**config.mk**
```make
export PLATFORM = sky130hd
export DESIGN_NAME = led_display_row_driver
export DESIGN_NICKNAME = d
export VERILOG_FILES = /design/src/rtl/led_display_row_driver.sv
export SDC_FILE = /design/constraint.sdc
export NUM_CORES = 1
export LEC_CHECK = 0
export ABC_AREA = 1
export CAP_MARGIN = 20
export CORE_MARGIN = 5
export CORE_UTILIZATION = 49
export CTS_CLUSTER_DIAMETER = 30
export CTS_CLUSTER_SIZE = 14
export DETAILED_ROUTE_END_ITERATION = 16
export GPL_TIMING_DRIVEN = 1
export PLACE_DENSITY = 0.78
export SLEW_MARGIN = 5
export SYNTH_ARGS = -nofsm -noshare
export SYNTH_HDL_FRONTEND = slang
export SYNTH_SLANG_ARGS = --single-unit
```
**constraint.sdc**
```tcl
create_clock -name clk_in -period 2.02 [get_ports clk_in]
set_input_delay 0.505 -clock clk_in [delete_from_list [all_inputs] [get_ports clk_in]]
set_output_delay 0.505 -clock clk_in [all_outputs]
set_load 0.02 [all_outputs]
```
**src/rtl/led_display_row_driver.sv**
```systemverilog
// HUB75 row driver: takes one colour row per handshake, shifts it MSB-first on six
// serial lines with a generated bit clock, then blanks, sets the address and latches.
package led_display_pkg;
  localparam int GL_NUM_COL_PIXELS = 64;

  typedef struct packed {
    logic [GL_NUM_COL_PIXELS-1:0] red;
    logic [GL_NUM_COL_PIXELS-1:0] green;
    logic [GL_NUM_COL_PIXELS-1:0] blue;
  } rgb_field_t;

  typedef struct packed {
    rgb_field_t top;
    rgb_field_t bot;
  } rgb_row_t;

  localparam int GL_RGB_ROW_W = $bits(rgb_row_t);
endpackage

// One serial colour line: picks bit NUM_COL_PIXELS-1-col of its field.
module led_row_lane #(
  parameter int NUM_COL_PIXELS = 64,
  parameter int COL_W          = 6
) (
  input  logic [NUM_COL_PIXELS-1:0] field,
  input  logic [COL_W-1:0]          col,
  input  logic                      en,
  output logic                      bit_out
);
  localparam logic [COL_W-1:0] COL_LAST = COL_W'(NUM_COL_PIXELS - 1);

  logic [COL_W-1:0] idx;

  always_comb begin
    idx     = COL_LAST - col;
    bit_out = en & field[idx];
  end
endmodule

module led_display_row_driver
  import led_display_pkg::*;
#(
  parameter int SYS_CLK_FREQ   = 100_000_000,
  parameter int BCLK_FREQ      = 21_000_000,
  parameter int NUM_COL_PIXELS = GL_NUM_COL_PIXELS,
  parameter int ON_CYCLES      = 1000
) (
  input  logic       clk_in,
  input  logic       n_reset_in,
  input  rgb_row_t   row_in,
  input  logic       row_valid_in,
  output logic       row_ready_out,
  input  logic [3:0] row_address_in,
  output logic       r0_out,
  output logic       g0_out,
  output logic       b0_out,
  output logic       r1_out,
  output logic       g1_out,
  output logic       b1_out,
  output logic       bclk_out,
  output logic       latch_out,
  output logic       n_oe_out,
  output logic [3:0] addr_out
);
  localparam int BCLK_DIV_RAW = (SYS_CLK_FREQ + BCLK_FREQ - 1) / BCLK_FREQ;
  localparam int BCLK_DIV     = (BCLK_DIV_RAW < 2) ? 2 : BCLK_DIV_RAW;
  localparam int BCLK_HI      = BCLK_DIV / 2;
  localparam int BCLK_LO      = BCLK_DIV - BCLK_HI;
  localparam int BIT_W        = $clog2(BCLK_DIV);
  localparam int COL_W        = (NUM_COL_PIXELS < 2) ? 1 : $clog2(NUM_COL_PIXELS);
  localparam int ON_W         = (ON_CYCLES < 1) ? 1 : $clog2(ON_CYCLES + 1);

  localparam logic [BIT_W-1:0] BIT_LAST = BIT_W'(BCLK_DIV - 1);
  localparam logic [BIT_W-1:0] BIT_RISE = BIT_W'(BCLK_LO);
  localparam logic [COL_W-1:0] COL_LAST = COL_W'(NUM_COL_PIXELS - 1);
  localparam logic [ON_W-1:0]  ON_MAX   = ON_W'(ON_CYCLES);

  typedef enum logic [2:0] {IDLE, SHIFT, WAIT_ON, BLANK, LATCH} state_t;

  state_t           state, state_n;
  logic [BIT_W-1:0] bit_cnt, bit_n;
  logic [COL_W-1:0] col_cnt, col_n;
  logic [ON_W-1:0]  on_cnt, on_n;
  rgb_row_t         row_q, row_src;
  logic [3:0]       addr_q;
  logic             accept, on_done, bit_last;

  logic [5:0][NUM_COL_PIXELS-1:0] lane_data;
  logic [5:0]                     lane_bit;
  logic                           shift_n, ready_n, bclk_n, latch_n, noe_n;
  logic [3:0]                     addr_n;

  assign accept   = (state == IDLE) && row_valid_in;
  assign on_done  = (on_cnt >= ON_MAX);
  assign bit_last = (bit_cnt == BIT_LAST);

  always_ff @(posedge clk_in or negedge n_reset_in) begin
    if (!n_reset_in) begin
      state   <= IDLE;
      bit_cnt <= '0;
      col_cnt <= '0;
      on_cnt  <= ON_MAX;
      row_q   <= '0;
      addr_q  <= '0;
    end else begin
      state   <= state_n;
      bit_cnt <= bit_n;
      col_cnt <= col_n;
      on_cnt  <= on_n;
      if (accept) begin
        row_q  <= row_in;
        addr_q <= row_address_in;
      end
    end
  end

  always_comb begin
    state_n = state;
    bit_n   = bit_cnt;
    col_n   = col_cnt;
    case (state)
      IDLE:
        if (row_valid_in) begin
          state_n = SHIFT;
          bit_n   = '0;
          col_n   = '0;
        end
      SHIFT:
        if (bit_last) begin
          bit_n = '0;
          if (col_cnt == COL_LAST) begin
            col_n   = '0;
            state_n = on_done ? BLANK : WAIT_ON;
          end else begin
            col_n = col_cnt + 1'b1;
          end
        end else begin
          bit_n = bit_cnt + 1'b1;
        end
      WAIT_ON:
        if (on_done) begin
          state_n = BLANK;
          bit_n   = '0;
        end
      BLANK:
        if (bit_last) begin
          state_n = LATCH;
          bit_n   = '0;
        end else begin
          bit_n = bit_cnt + 1'b1;
        end
      LATCH:
        if (bit_last) begin
          state_n = IDLE;
          bit_n   = '0;
        end else begin
          bit_n = bit_cnt + 1'b1;
        end
      default: state_n = IDLE;
    endcase

    // On-time restarts as the panel is re-enabled and saturates once elapsed.
    if (state == LATCH && bit_last) on_n = '0;
    else if (!on_done)              on_n = on_cnt + 1'b1;
    else                            on_n = on_cnt;
  end

  // Outputs are registered from the next state, so column 0 is on the pins at the accept edge.
  assign row_src   = accept ? row_in : row_q;
  assign lane_data = {row_src.top.red, row_src.top.green, row_src.top.blue,
                      row_src.bot.red, row_src.bot.green, row_src.bot.blue};
  assign shift_n   = (state_n == SHIFT);

  generate
    for (genvar l = 0; l < 6; l++) begin : g_lane
      led_row_lane #(.NUM_COL_PIXELS(NUM_COL_PIXELS), .COL_W(COL_W)) u_lane (
        .field  (lane_data[l]),
        .col    (col_n),
        .en     (shift_n),
        .bit_out(lane_bit[l])
      );
    end
  endgenerate

  always_comb begin
    ready_n = (state_n == IDLE);
    bclk_n  = shift_n && (bit_n >= BIT_RISE);
    latch_n = (state_n == LATCH);
    noe_n   = n_oe_out;
    if (state_n == BLANK || state_n == LATCH) noe_n = 1'b1;
    else if (state == LATCH)                  noe_n = 1'b0;
    addr_n  = (state_n == BLANK && state != BLANK) ? addr_q : addr_out;
  end

  always_ff @(posedge clk_in or negedge n_reset_in) begin
    if (!n_reset_in) begin
      row_ready_out <= 1'b1;
      {r0_out, g0_out, b0_out, r1_out, g1_out, b1_out} <= '0;
      bclk_out      <= 1'b0;
      latch_out     <= 1'b0;
      n_oe_out      <= 1'b1;
      addr_out      <= '0;
    end else begin
      row_ready_out <= ready_n;
      {r0_out, g0_out, b0_out, r1_out, g1_out, b1_out} <= lane_bit;
      bclk_out      <= bclk_n;
      latch_out     <= latch_n;
      n_oe_out      <= noe_n;
      addr_out      <= addr_n;
    end
  end
endmodule
```
**Clock wires, drivers and flops**

Scale: 2 px per micron.
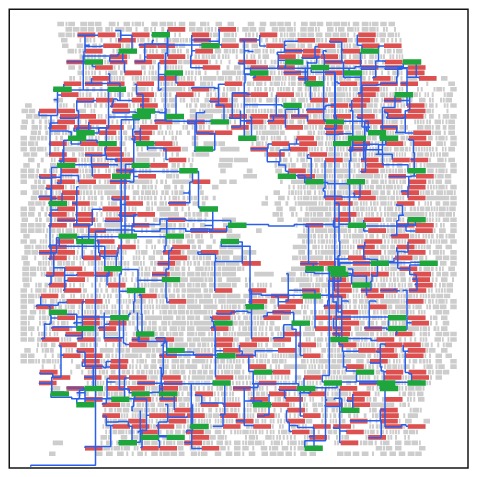
[red] flip-flops | count: 424
[green] clock drivers | count: 92
[blue] clock wires | length: 6570 microns
routed clock nets: 93
Worst Skew: 0.02887 ns
Power Clock: 0.0155 W

**Supply network**

Scale: 2 px per micron. Pins as bars on the die edge.
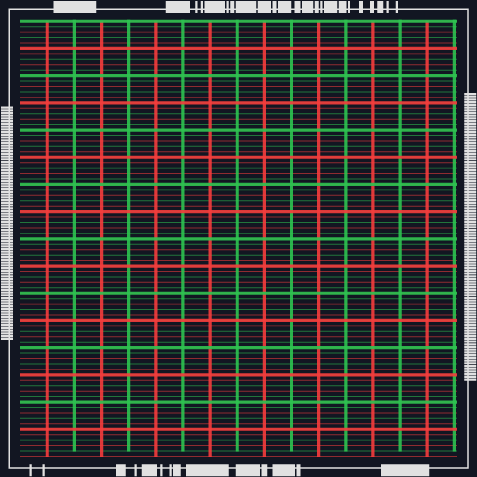
[red] VSS
[green] VDD
met5 straps: 16
met4 straps: 16
met1 rails: 81
rows: 80
DIE HEIGHT: 228.7 microns
core area: 47550 sq um
Max VDD drop: 0.7120 mV
die width: 228.7 microns

**The metal 4 layer**

Scale: 1.5 px per micron.
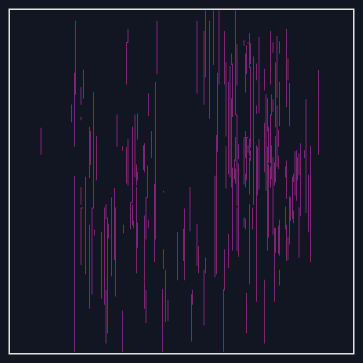
nets with wire on the layer: 155
main direction: vertical
share of all routed wire: 6.1%
vias after detailed routing: 25070
WL final: 93880 microns

**Cell density map**

Scale: 1 px per micron. The die is cut into 23 by 23 equal tiles; white is low, dark blue is high, 0 to 100% covered.
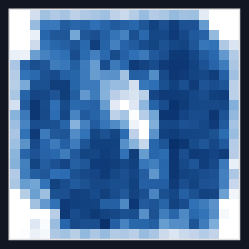
fullest tile: 100%
nearly empty tiles: 7.2%
mean over tiles: 66%
tiles over 75% full: 56%
FP Core Util: 0.4927
final core area utilization: 0.7452

**Routing congestion**

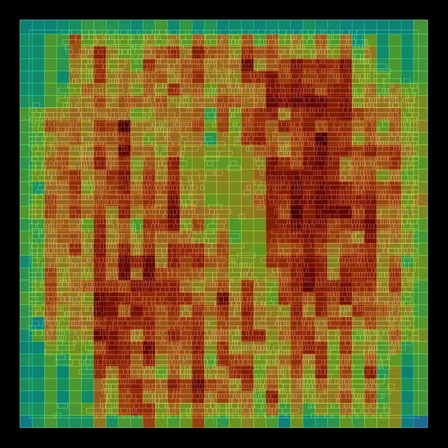
Total Routing Usage GR: 0.3308
busiest grt layer: met2
met1 Track Usage GR: 0.4239
met2 Use GR: 0.5348
met3 Resource Use GR: 0.07242

metal layers:
metal | track usage | wire (microns) | part of all wire | up-vias
met4 | 0.1607 | 5768 | 0.061 | 4
li1 | - | - | - | 11430
met5 | 0 | 23 | 0.00024 | -
met2 | 0.5348 | 43320 | 0.46 | 1589
met3 | 0.07242 | 9643 | 0.10 | 404
met1 | 0.4239 | 35130 | 0.37 | 11640
cells in the mapped netlist, types with 2 or more instances:
library cell	instances	area (sq um)
a41oi_1	2	17.52
dfrtp_1	416	10410
buf_6	4	45.04
buf_2	94	470.5
nor2_1	189	709.4
clkbuf_1	64	240.2
nand2_4	2	22.52
inv_2	6	22.52
nor3_1	6	30.03
a211oi_1	4	30.03
o21ai_0	83	415.4
buf_4	14	105.1
ha_1	5	62.56
dfstp_2	8	210.2
inv_1	810	3040
nand2_1	1060	3979
nand2_2	4	25.02
xor2_1	3	26.28
o21ai_2	2	17.52
nand3_1	380	1902
o2111ai_1	2	17.52
a21oi_1	13	65.06
o21a_1	133	998.5
nand4_1	48	300.3
o21ai_1	26	130.1
buf_1	11	41.29
worst max-delay path, cell delays in order, from the launching register on:
cell	delay, ns
dfrtp_1	0.41
nor2_4	0.17
nand3_4	0.09
buf_12	0.16
buf_12	0.16
buf_12	0.17
buf_12	0.17
nand2_1	0.10
inv_1	0.08
nor2_2	0.13
nand3_1	0.09
nand2_1	0.09
nand2_1	0.09
nand3_4	0.11
nand3_1	0.09
nand3_1	0.10
nand3_1	0.08
nand2_1	0.07
nor2_1	0.05
repair_timing:
item                       in CTS  in global routing
hold buffers                    1                  0
resized                       194                152
hold endpoints to repair       21                  0
pin swaps                      40                 60
cloned                         26                  4
setup endpoints to repair      24                 16
setup buffers                  28                 23
==> flow_metrics.py <==
# Synthesis and PnR figures
metrics = {
    "outcome": {
        "outcome": "complete, but fails checks",
        "violations": "setup timing",
    },
    "min_path": {
        "hold_class": "input port to asynchronous set/reset pin",
    },
    "pwr": {
        "p_seq_w": 0.00852,
        "leakage_nw": 20.38,
        "power_leader": "the clock network",
        "comb-power_w": 0.00122,
        "clkPwrFrac": 0.615,
        "switching_share": 0.2257,
    },
    "cts": {
        "cts.clk_slew.worst_paths_ns": 0.05,
    },
    "synth": {
        "yosysWarnings": 0,
        "xor_area_frac": 0.001122,
        "synth.yosys.seq_area_share": 0.4533,
        "synth_area_sq_um": 23430,
        "synth_cells": 3400,
        "synthArstFlopShare": 1.000,
        "simple_gate_share": 0.2989,
        "synth_chip_area_sq_um": 23430,
    },
    "final_timing": {
        "grt_setup_unrepaired": "yes",
        "holdWs_ns": 0.3534,
        "layout_setup_ws_ns": -0.5587,
        "finalMaxSlewViolations": 0,
        "finalSetupViolCount": 11,
        "slew_headroom": 0.6446,
    },
    "layout": {
        "largest_register_ff_count": 384,
        "nClkBuffers": 122,
        "nNonClkBuffers": 709,
        "final_cells": 4715,
        "antenna_cells": 3,
        "regArea_sq_um": 10620,
        "flops": 424,
    },
    "setup_path": {
        "reg2reg_depth": 18,
        "endpoint": "r0_out$_DFF_PN0_",
        "reg2reg_from": "state[1]$_DFF_PN0_",
    },
    "placement": {
        "io_buffers": 404,
    },
    "drt": {
        "drt-wirelength-per-cell_microns": 19.91,
        "final_antenna_net_count": 0,
    },
    "global_routing": {
        "grt.overflow.total": 0,
        "antenna_found_initial": 6,
    },
    "die": {
        "num_rows": 80,
        "io_pins": 405,
        "num_tap_cells": 615,
    },
}
Power figures rest on the tool's default switching activity, not on a simulated workload.
